$ cat src/rtl/cpu_dbg_ctrl_pkg.sv
// Shared definitions for the RV32 debug controller: command opcodes, FSM
// state encodings, halt cause codes, the latched-command struct and an
// address zero-extension helper.
package cpu_dbg_ctrl_pkg;

  localparam int DATA_W = 32;
  localparam int RF_IDX_W = 5;

  typedef enum logic [2:0] {
    OP_HALT  = 3'd0,
    OP_RUN   = 3'd1,
    OP_STEP  = 3'd2,
    OP_WIM   = 3'd3,
    OP_WDM   = 3'd4,
    OP_RDM   = 3'd5,
    OP_RRF   = 3'd6,
    OP_SETBP = 3'd7
  } op_e;

  typedef enum logic [2:0] {
    S_HALT  = 3'd0,
    S_RUN   = 3'd1,
    S_STEP  = 3'd2,
    S_WRITE = 3'd3,
    S_READ  = 3'd4,
    S_RESP  = 3'd5
  } state_e;

  typedef enum logic [1:0] {
    C_CMD  = 2'd0,
    C_BP   = 2'd1,
    C_DONE = 2'd2,
    C_STEP = 2'd3
  } cause_e;

  // Memory/RF access captured at accept time; the bus is not ready while the
  // access is in flight, so the command must be held locally.
  typedef struct packed {
    op_e               op;
    logic [DATA_W-1:0] addr;
    logic [DATA_W-1:0] data;
  } acc_t;

  // Keep the low w bits of an address, clear the rest (w < DATA_W).
  function automatic logic [DATA_W-1:0] zext_addr(input logic [DATA_W-1:0] a,
                                                  input int unsigned w);
    return a & ((32'h1 << w) - 32'h1);
  endfunction

endpackage

$ cat src/rtl/cpu_dbg_ctrl_if.sv
// Debug command/response channel.
//  cmd_valid/cmd_ready/cmd_op/cmd_addr/cmd_data : host -> controller command
//  rsp_valid/rsp_data                           : controller -> host read data
// master = debug host, slave = controller.
interface cpu_dbg_ctrl_if;
  import cpu_dbg_ctrl_pkg::*;

  logic        cmd_valid;
  logic        cmd_ready;
  op_e         cmd_op;
  logic [31:0] cmd_addr;
  logic [31:0] cmd_data;
  logic        rsp_valid;
  logic [31:0] rsp_data;

  modport master (
    output cmd_valid, cmd_op, cmd_addr, cmd_data,
    input  cmd_ready, rsp_valid, rsp_data
  );

  modport slave (
    input  cmd_valid, cmd_op, cmd_addr, cmd_data,
    output cmd_ready, rsp_valid, rsp_data
  );
endinterface

$ cat src/rtl/cpu_dbg_ctrl_step_cnt.sv
// Loadable down-counter for single/multi-step execution.
//  clk, rst  : clock, async active-high reset
//  load      : load load_val (a zero count loads 1, so STEP 0 runs once)
//  load_val  : requested step count
//  dec       : decrement by one (saturates at zero)
//  zero, one : count == 0 / count == 1
module cpu_dbg_ctrl_step_cnt #(
  parameter int STEP_W = 16
) (
  input  logic              clk,
  input  logic              rst,
  input  logic              load,
  input  logic [STEP_W-1:0] load_val,
  input  logic              dec,
  output logic              zero,
  output logic              one
);
  logic [STEP_W-1:0] cnt;

  always_ff @(posedge clk or posedge rst) begin
    if (rst)
      cnt <= '0;
    else if (load)
      cnt <= (load_val == '0) ? STEP_W'(1) : load_val;
    else if (dec && !zero)
      cnt <= cnt - STEP_W'(1);
  end

  assign zero = (cnt == '0);
  assign one  = (cnt == STEP_W'(1));
endmodule

$ cat src/rtl/cpu_dbg_ctrl.sv
// Run/halt/step controller and debug memory-port mux for a single-cycle RV32.
//  clk, rstn        : core clock; rstn is an async ACTIVE-HIGH reset
//  bus (slave)      : debug command/response channel
//  pc, done         : core PC and self-loop indication (pc == npc)
//  cpu_en           : core state-update enable
//  dbg              : 1 = IM/DM/RF addressed by the debug port
//  dbg_addr/dbg_din : debug address and write data
//  we_im, we_dm     : debug write enables
//  dout_dm, dout_rf : async read data from DM and RF port 0
//  state_o, cause   : current FSM state, last halt cause
//  run_cycles       : count of cpu_en cycles (wraps)
module cpu_dbg_ctrl
  import cpu_dbg_ctrl_pkg::*;
#(
  parameter int ADDR_W = 10,
  parameter int STEP_W = 16
) (
  input  logic                clk,
  input  logic                rstn,
  cpu_dbg_ctrl_if.slave       bus,
  input  logic [31:0]         pc,
  input  logic                done,
  output logic                cpu_en,
  output logic                dbg,
  output logic [31:0]         dbg_addr,
  output logic [31:0]         dbg_din,
  output logic                we_im,
  output logic                we_dm,
  input  logic [31:0]         dout_dm,
  input  logic [31:0]         dout_rf,
  output logic [2:0]          state_o,
  output logic [1:0]          cause,
  output logic [31:0]         run_cycles
);

  state_e      state, state_n;
  cause_e      cause_q, cause_n;
  acc_t        acc;
  logic        first, first_n;
  logic        bp_en;
  logic [31:0] bp_addr;
  logic [31:0] rsp_data_q;
  logic        ready;
  logic        st_load, st_zero, st_one;
  logic        bp_hit, halt_cmd;

  cpu_dbg_ctrl_step_cnt #(.STEP_W(STEP_W)) u_step_cnt (
    .clk      (clk),
    .rst      (rstn),
    .load     (st_load),
    .load_val (bus.cmd_data[STEP_W-1:0]),
    .dec      (cpu_en && state == S_STEP),
    .zero     (st_zero),
    .one      (st_one)
  );

  // first masks the breakpoint on the cycle after resume, so a RUN issued
  // while sitting on the breakpoint PC executes that instruction.
  assign bp_hit   = bp_en && (pc == bp_addr) && !first;
  assign halt_cmd = bus.cmd_valid && (bus.cmd_op == OP_HALT);

  always_comb begin
    state_n = state;
    cause_n = cause_q;
    first_n = 1'b0;
    ready   = 1'b0;
    cpu_en  = 1'b0;
    dbg     = 1'b1;
    we_im   = 1'b0;
    we_dm   = 1'b0;
    st_load = 1'b0;
    case (state)
      S_HALT: begin
        ready = 1'b1;
        if (bus.cmd_valid) begin
          case (bus.cmd_op)
            OP_RUN:          begin state_n = S_RUN; first_n = 1'b1; end
            OP_STEP:         begin state_n = S_STEP; first_n = 1'b1; st_load = 1'b1; end
            OP_WIM, OP_WDM:  state_n = S_WRITE;
            OP_RDM, OP_RRF:  state_n = S_READ;
            default:         state_n = S_HALT;
          endcase
        end
      end
      S_RUN, S_STEP: begin
        // Any non-HALT op is accepted and dropped while running.
        ready  = 1'b1;
        dbg    = 1'b0;
        cpu_en = 1'b1;
        if (halt_cmd) begin
          cpu_en = 1'b0; state_n = S_HALT; cause_n = C_CMD;
        end else if (bp_hit) begin
          cpu_en = 1'b0; state_n = S_HALT; cause_n = C_BP;
        end else if (done) begin
          cpu_en = 1'b0; state_n = S_HALT; cause_n = C_DONE;
        end else if (state == S_STEP && (st_one || st_zero)) begin
          // Last step retires; an empty counter should never be seen here,
          // but if it is, stop without executing.
          cpu_en = st_one; state_n = S_HALT; cause_n = C_STEP;
        end
      end
      S_WRITE: begin
        we_im   = (acc.op == OP_WIM);
        we_dm   = (acc.op == OP_WDM);
        state_n = S_HALT;
      end
      S_READ:  state_n = S_RESP;
      S_RESP:  state_n = S_HALT;
      default: state_n = S_HALT;
    endcase
  end

  always_ff @(posedge clk or posedge rstn) begin
    if (rstn) begin
      state      <= S_HALT;
      cause_q    <= C_CMD;
      first      <= 1'b0;
      bp_en      <= 1'b0;
      bp_addr    <= '0;
      acc        <= '{op: OP_HALT, addr: '0, data: '0};
      rsp_data_q <= '0;
      run_cycles <= '0;
    end else begin
      state   <= state_n;
      cause_q <= cause_n;
      first   <= first_n;
      if (cpu_en)
        run_cycles <= run_cycles + 32'd1;
      if (state == S_HALT && bus.cmd_valid) begin
        case (bus.cmd_op)
          OP_WIM, OP_WDM, OP_RDM:
            acc <= '{op: bus.cmd_op, addr: zext_addr(bus.cmd_addr, ADDR_W), data: bus.cmd_data};
          OP_RRF:
            acc <= '{op: bus.cmd_op, addr: zext_addr(bus.cmd_addr, RF_IDX_W), data: bus.cmd_data};
          OP_SETBP: begin
            bp_addr <= bus.cmd_addr;
            bp_en   <= bus.cmd_data[0];
          end
          default: ;
        endcase
      end
      // Address has been stable for the whole READ cycle; sample async RAM.
      if (state == S_READ)
        rsp_data_q <= (acc.op == OP_RDM) ? dout_dm : dout_rf;
    end
  end

  assign bus.cmd_ready = ready;
  assign bus.rsp_valid = (state == S_RESP);
  assign bus.rsp_data  = rsp_data_q;
  assign dbg_addr      = acc.addr;
  assign dbg_din       = acc.data;
  assign state_o       = state;
  assign cause         = cause_q;

endmodule

$ cat src/flat_wrapper.sv
// flat-port wrapper written by rule: the top's interface ports become plain ports
module cpu_dbg_ctrl_flat import cpu_dbg_ctrl_pkg::*;
#(
  parameter int ADDR_W = 10,
  parameter int STEP_W = 16
)
  (clk, rstn, pc, done, cpu_en, dbg, dbg_addr, dbg_din, we_im, we_dm, dout_dm, dout_rf, state_o, cause, run_cycles, bus_cmd_valid, bus_cmd_op, bus_cmd_addr, bus_cmd_data, bus_cmd_ready, bus_rsp_valid, bus_rsp_data);
  cpu_dbg_ctrl_if bus_i ();
  input  logic clk;
  input  logic rstn;
  input  logic [31:0] pc;
  input  logic done;
  output logic cpu_en;
  output logic dbg;
  output logic [31:0] dbg_addr;
  output logic [31:0] dbg_din;
  output logic we_im;
  output logic we_dm;
  input  logic [31:0] dout_dm;
  input  logic [31:0] dout_rf;
  output logic [2:0] state_o;
  output logic [1:0] cause;
  output logic [31:0] run_cycles;
  input wire logic [$bits(bus_i.cmd_valid)-1:0] bus_cmd_valid;
  input wire logic [$bits(bus_i.cmd_op)-1:0] bus_cmd_op;
  input wire logic [$bits(bus_i.cmd_addr)-1:0] bus_cmd_addr;
  input wire logic [$bits(bus_i.cmd_data)-1:0] bus_cmd_data;
  output wire logic [$bits(bus_i.cmd_ready)-1:0] bus_cmd_ready;
  output wire logic [$bits(bus_i.rsp_valid)-1:0] bus_rsp_valid;
  output wire logic [$bits(bus_i.rsp_data)-1:0] bus_rsp_data;
  assign bus_i.cmd_valid = bus_cmd_valid;
  assign bus_i.cmd_op = bus_cmd_op;
  assign bus_i.cmd_addr = bus_cmd_addr;
  assign bus_i.cmd_data = bus_cmd_data;
  assign bus_cmd_ready = bus_i.cmd_ready;
  assign bus_rsp_valid = bus_i.rsp_valid;
  assign bus_rsp_data = bus_i.rsp_data;
  cpu_dbg_ctrl #(.ADDR_W(ADDR_W), .STEP_W(STEP_W)) u_core (.clk(clk), .rstn(rstn), .bus(bus_i), .pc(pc), .done(done), .cpu_en(cpu_en), .dbg(dbg), .dbg_addr(dbg_addr), .dbg_din(dbg_din), .we_im(we_im), .we_dm(we_dm), .dout_dm(dout_dm), .dout_rf(dout_rf), .state_o(state_o), .cause(cause), .run_cycles(run_cycles));
endmodule
$ cat config.mk
export PLATFORM = sky130hd
export DESIGN_NAME = cpu_dbg_ctrl_flat
export DESIGN_NICKNAME = d
export VERILOG_FILES = /design/src/rtl/cpu_dbg_ctrl_pkg.sv /design/src/rtl/cpu_dbg_ctrl_if.sv /design/src/rtl/cpu_dbg_ctrl_step_cnt.sv /design/src/rtl/cpu_dbg_ctrl.sv /design/src/flat_wrapper.sv
export SDC_FILE = /design/constraint.sdc
export NUM_CORES = 1
export LEC_CHECK = 0
export CAP_MARGIN = 20
export CORE_MARGIN = 5
export CORE_UTILIZATION = 45
export DETAILED_ROUTE_END_ITERATION = 7
export PLACE_DENSITY = 0.79
export SETUP_SLACK_MARGIN = 0.3
export SLEW_MARGIN = 15
export SYNTH_ARGS = -nofsm -noshare
export SYNTH_HDL_FRONTEND = slang
export SYNTH_SLANG_ARGS = --single-unit
$ cat constraint.sdc
create_clock -name clk -period 5.6 [get_ports clk]
set_input_delay 0.56 -clock clk [delete_from_list [all_inputs] [get_ports clk]]
set_output_delay 0.56 -clock clk [all_outputs]
set_load 0.05 [all_outputs]
==> run_results.csv, run 1 <==
group,metric,value,unit
outcome,outcome,"finished clean",
global_route,track_usage,0.2058,
yosys,yosys_warnings,0,
yosys,ff_type,"dfrtp_1",
yosys,top_cells_by_count,"dfrtp_1, mux2_2, nor2_1",
yosys,synthXorXnorAreaFrac,0.08237,
global_route,grt_pass1_wl,33550,um
min_path,hold_class,"flop to flop",
critical_path,ff2ff_setup_slack,2.50,ns
yosys,postSynthSeqShare,0.5012,
die,chipArea,20990,um^2
yosys,yosys_area,8188,um^2
clock_tree,cts_tree,"yes",
yosys,yosys.area_share.aoi,0.05028,
critical_path,r2r_start,"u_core.first",
yosys,async_flop_share,1.000,
critical_path,cp-start-kind,"flop",
sta,tns,0,ns
clock_tree,cts_buffers,17,
critical_path,cp_top_family,"simple AND/OR/NAND/NOR gates",
cells_and_area,mostFrequentLayoutCell,"clkdlybuf4s50_1",
## run 1: metrics by stage
stage / setup slack (ns) / std cells / hold slack (ns) / util / power [W]
2_1_floorplan: 0.6067 / 781 / 0.4510 / - / 0.004233
3_3_place_gp: 1.662 / 1203 / 0.4636 / 0.6034 / 0.004952
3_5_place_dp: 1.708 / 1203 / 0.4659 / 0.6034 / 0.005013
4_1_cts: 1.483 / 1235 / 0.4776 / 0.6343 / 0.006140
5_1_grt: 1.323 / 1236 / 0.4874 / 0.6345 / 0.006415
6_report: 1.493 / 1237 / 0.4759 / 0.6346 / 0.006084
## run 1: worst paths after layout
path,endpoint,depth (start not counted)
setup reg to reg,u_core.run_cycles[27],7
hold reg to reg,u_core.run_cycles[31],1
max in group asynchronous,u_core.bp_addr[1],3
min in group asynchronous,u_core.run_cycles[21],2
hold / removal,u_core.run_cycles[31],1
setup / recovery,cpu_en,6
## run 1: worst reg2reg max path, stage by stage, from the launching register on
cell,delay [ns]
dfrtp_1,0.36
nand2b_1,0.17
or4_1,0.51
or4_1,0.41
nor4_1,0.85
or4_4,0.40
nor4_1,0.10
xor2_1,0.17
## run 1: power breakdown
part	switching, W	internal, W
registers	0.000348	0.00167
clock network	0.000482	0.000617
logic	0.00183	0.00114
## run 1: routing by layer
metal / GRT usage / wire, um
met5: 0 / 0
met4: 0.06873 / 558
met3: 0.08577 / 2416
met2: 0.3233 / 10220
met1: 0.2579 / 8631
## run 1: cell type report
class / count / area, um^2 / area share
antenna: 2 / 5.005 / 0.0004390
clock buffer: 22 / 484.2 / 0.04248
clock inverter: 10 / 71.32 / 0.006256
inverter: 8 / 35.03 / 0.003073
multi-input combinational: 511 / 3521 / 0.3089
sequential: 164 / 4104 / 0.3600
tap: 229 / 286.5 / 0.02513
timing repair buffer: 291 / 2893 / 0.2538
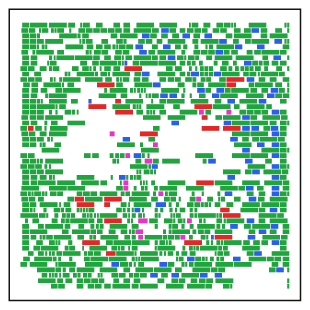
(run_1/sizing.png)
Drawn at 2 px/um.
- red: x6 and larger (cells 25; share 2.5%)
- magenta: x3 and x4 (cells 15; share 1.5%)
- green: x1 and smaller (cells 886; share 88%)
- blue: x2 (cells 80; share 8.0%)

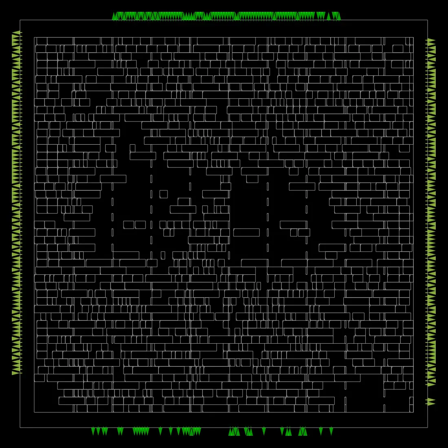
(run_1/placed.png)
Fillers: 1450
Site Rows: 49
Final Util: 0.6346
core footprint: 17960 um^2

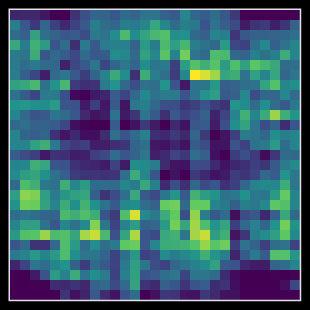
(run_1/route_heat.png)
Drawn at 2 px/um. 29 x 29 tiles, from dark purple (low) to yellow (high), scaled to the fullest tile. Values are wire area over tile area, all layers added.
- fullest tile: 0.50
- nearly empty tiles: 5.5%
- mean over tiles: 0.18

==> run_1/closeup.png <==
Region (47, 76) to (97, 126) um. Cells in gray, sequential cells in the stronger gray; small squares are vias.
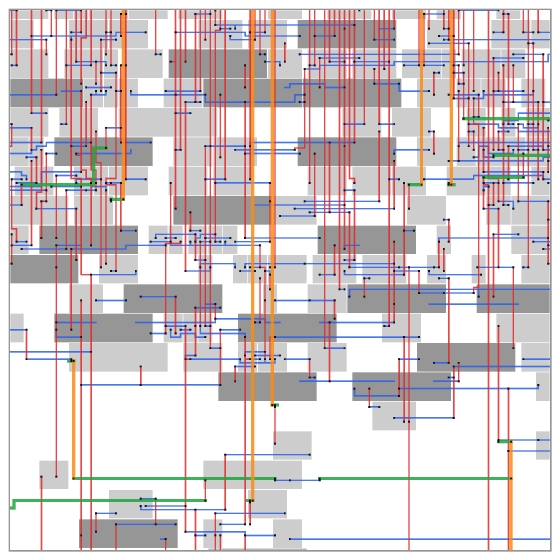

==> inputs of run 2 (changes only) <==
--- a/config.mk
+++ b/config.mk
@@ -7,9 +7,9 @@
 export LEC_CHECK = 0
 export CAP_MARGIN = 20
 export CORE_MARGIN = 5
-export CORE_UTILIZATION = 45
+export CORE_UTILIZATION = 41
 export DETAILED_ROUTE_END_ITERATION = 7
-export PLACE_DENSITY = 0.79
+export PLACE_DENSITY = 0.76
 export SETUP_SLACK_MARGIN = 0.3
 export SLEW_MARGIN = 15
 export SYNTH_ARGS = -nofsm -noshare
==> constraint.sdc (replaced) <==
create_clock -name clk -period 3.36 [get_ports clk]
set_input_delay 0.336 -clock clk [delete_from_list [all_inputs] [get_ports clk]]
set_output_delay 0.336 -clock clk [all_outputs]
set_load 0.05 [all_outputs]
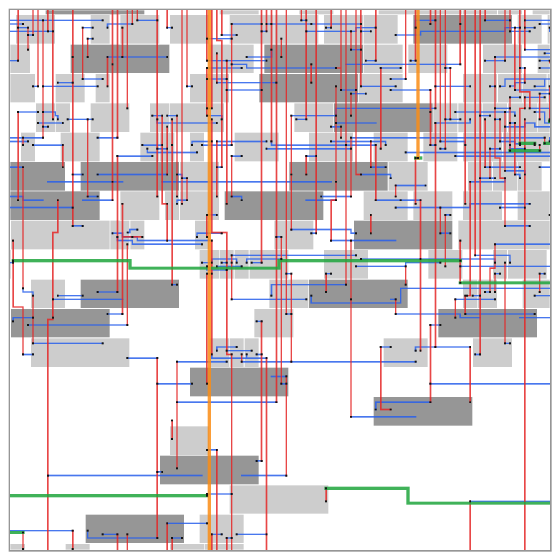
(run_2/closeup.png)
Region (51, 81) to (101, 131) um. Cells in gray, sequential cells in the stronger gray; small squares are vias.
- blue: M1
- orange: M4
- green: M3
- red: M2
- most frequent: clkdlybuf4s50_1 (27), dfrtp_1 (19), nand2_1 (11)
- cells with their middle in the window: 106
- sequential cells in the window: 19
- netlist names of flops here include: u_core.bp_addr (10), u_core.dbg_addr (5), u_core.bus.rsp_data (3)

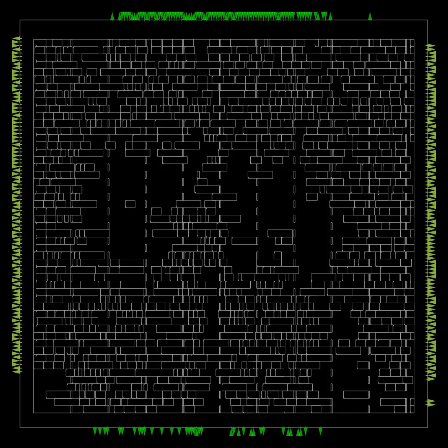
(run_2/placed.png)
Tapcell Cnt: 265
Finished Layout Cells: 1281
Flops: 164

==> run 2 against run 1 <==
Net effect: first-iteration DRC count down 25%; combinational power rose by 69%; highest routed layer unchanged; power is 66% higher; clock power up 62%; synthesized cell count stayed put; largest cell class unchanged; flip-flop count stayed put; clock skew is 0.00078 ns lower; setup slack worse by 1.1 ns; die area increased by 9.1%; sequential share of layout area down 0.46 points; via count is 0.27% higher.
==> run_results.csv, run 2 <==
group,metric,value,unit
outcome,outcome,"finished clean",
critical_path,cp-start-kind,"flop",
yosys,yosys.area_share.aoi,0.05028,
power,swShare,0.4373,
sta,tns,0,ns
yosys,async_flop_share,1.000,
power,pg_comb,0.00502,W
power,pg_seq,0.00331,W
yosys,synthXorXnorAreaFrac,0.08237,
global_route,grt-busiest-layer,"met2",
power,power_frac_seq,0.328,
critical_path,r2r_end,"u_core.run_cycles[27]",
sta,slew_headroom,0.4773,
yosys,top_cells_by_count,"dfrtp_1, mux2_2, nor2_1",
clock_tree,root_buffer,"clkbuf_16",
die,ios,306,
sta,timing.hold.ws,0.4026,ns
cells_and_area,mostFrequentLayoutCell,"clkdlybuf4s50_1",
yosys,ff_type,"dfrtp_1",
die,row_count,51,
sta,tightest_slew,0.7824,ns
power,clk-power,0.00178,W
yosys,yosys_area,8188,um^2
global_route,grt_pass1_wl,33470,um
power,p_sw,0.004421,W
power,internal-power,0.005688,W
yosys,postSynthSeqShare,0.5012,
die,core,19590,um^2
die,chipArea,22900,um^2
critical_path,r2r_cells,7,
global_route,track_usage,0.1870,
power,finalPower,0.01011,W
power,top_power_group,"combinational cells",
yosys,top_logic_kind,"simple AND/OR/NAND/NOR gates",
global_route,use_met1,0.2324,
yosys,yosys.area_share.simple,0.1404,
critical_path,ff2ff_setup_slack,0.48,ns
clock_tree,cts_tree,"yes",
global_route,gr-usage-met3,0.07271,
yosys,yosys_warnings,0,
critical_path,r2r_start,"u_core.state_o[1]",
clock_tree,cts_buffers,17,
power,pwr-share-clk,0.176,
min_path,hold_class,"input pin to async pin",
place,port_buffers,283,
==> run 2: worst max path at each step <==
stage	from	end	slack [ns]	depth (start not counted)
after floorplan	u_core.state_o[0]	u_core.run_cycles[25]	0.39	9
after global placement	pc[19]	u_core.run_cycles[31]	0.20	9
after detailed placement	pc[19]	u_core.run_cycles[31]	0.13	9
after CTS	u_core.first	cpu_en	0.37	7
after global routing	u_core.u_step_cnt.cnt[2]	cpu_en	0.33	5
final	u_core.u_step_cnt.cnt[2]	cpu_en	0.44	5
==> run 2: critical path, cell delays in order (launching register included) <==
cell	delay (ns)
dfrtp_1	0.43
or4_1	0.64
or3_4	0.45
nor4b_4	0.32
nor3_4	0.11
buf_4	0.21
==> run 2: cell type report <==
class | count | area [um^2]
clock buffer | 21 | 450.4
antenna | 2 | 5.005
timing repair buffer | 299 | 2992
clock inverter | 11 | 80.08
multi-input combinational | 511 | 3552
sequential | 164 | 4104
fill | 1654 | 8041
tap | 265 | 331.6
inverter | 8 | 33.78
==> run 2: logic make-up (layout without fill, tap and decap cells) <==
kind of cell / after synthesis / after routing
mux: 104 / 104
simple gates: 228 / 228
buf+inv: 106 / 339
other cells: 1 / 24
compound gates: 76 / 76
xor+xnor: 77 / 77
flops: 164 / 164
fa+ha+maj: 4 / 4
==> run 2: metal layers <==
| metal | routed length [um] | vias up |
|---|---|---|
| met3 | 2406 | 16 |
| met5 | 0 | - |
| met2 | 10330 | 246 |
| li1 | - | 3035 |
| met4 | 290 | 0 |
| met1 | 8690 | 2985 |
==> run 2: stage by stage <==
step                      cell area, um^2    util  instances
after floorplan                      8270       -        781
after global placement              10970  0.5600       1246
after detailed placement            10970  0.5600       1246
after CTS                           11520  0.5882       1279
after global routing                11550  0.5894       1280
final                               11550  0.5895       1281
Power is estimated from default activity; no workload was simulated.
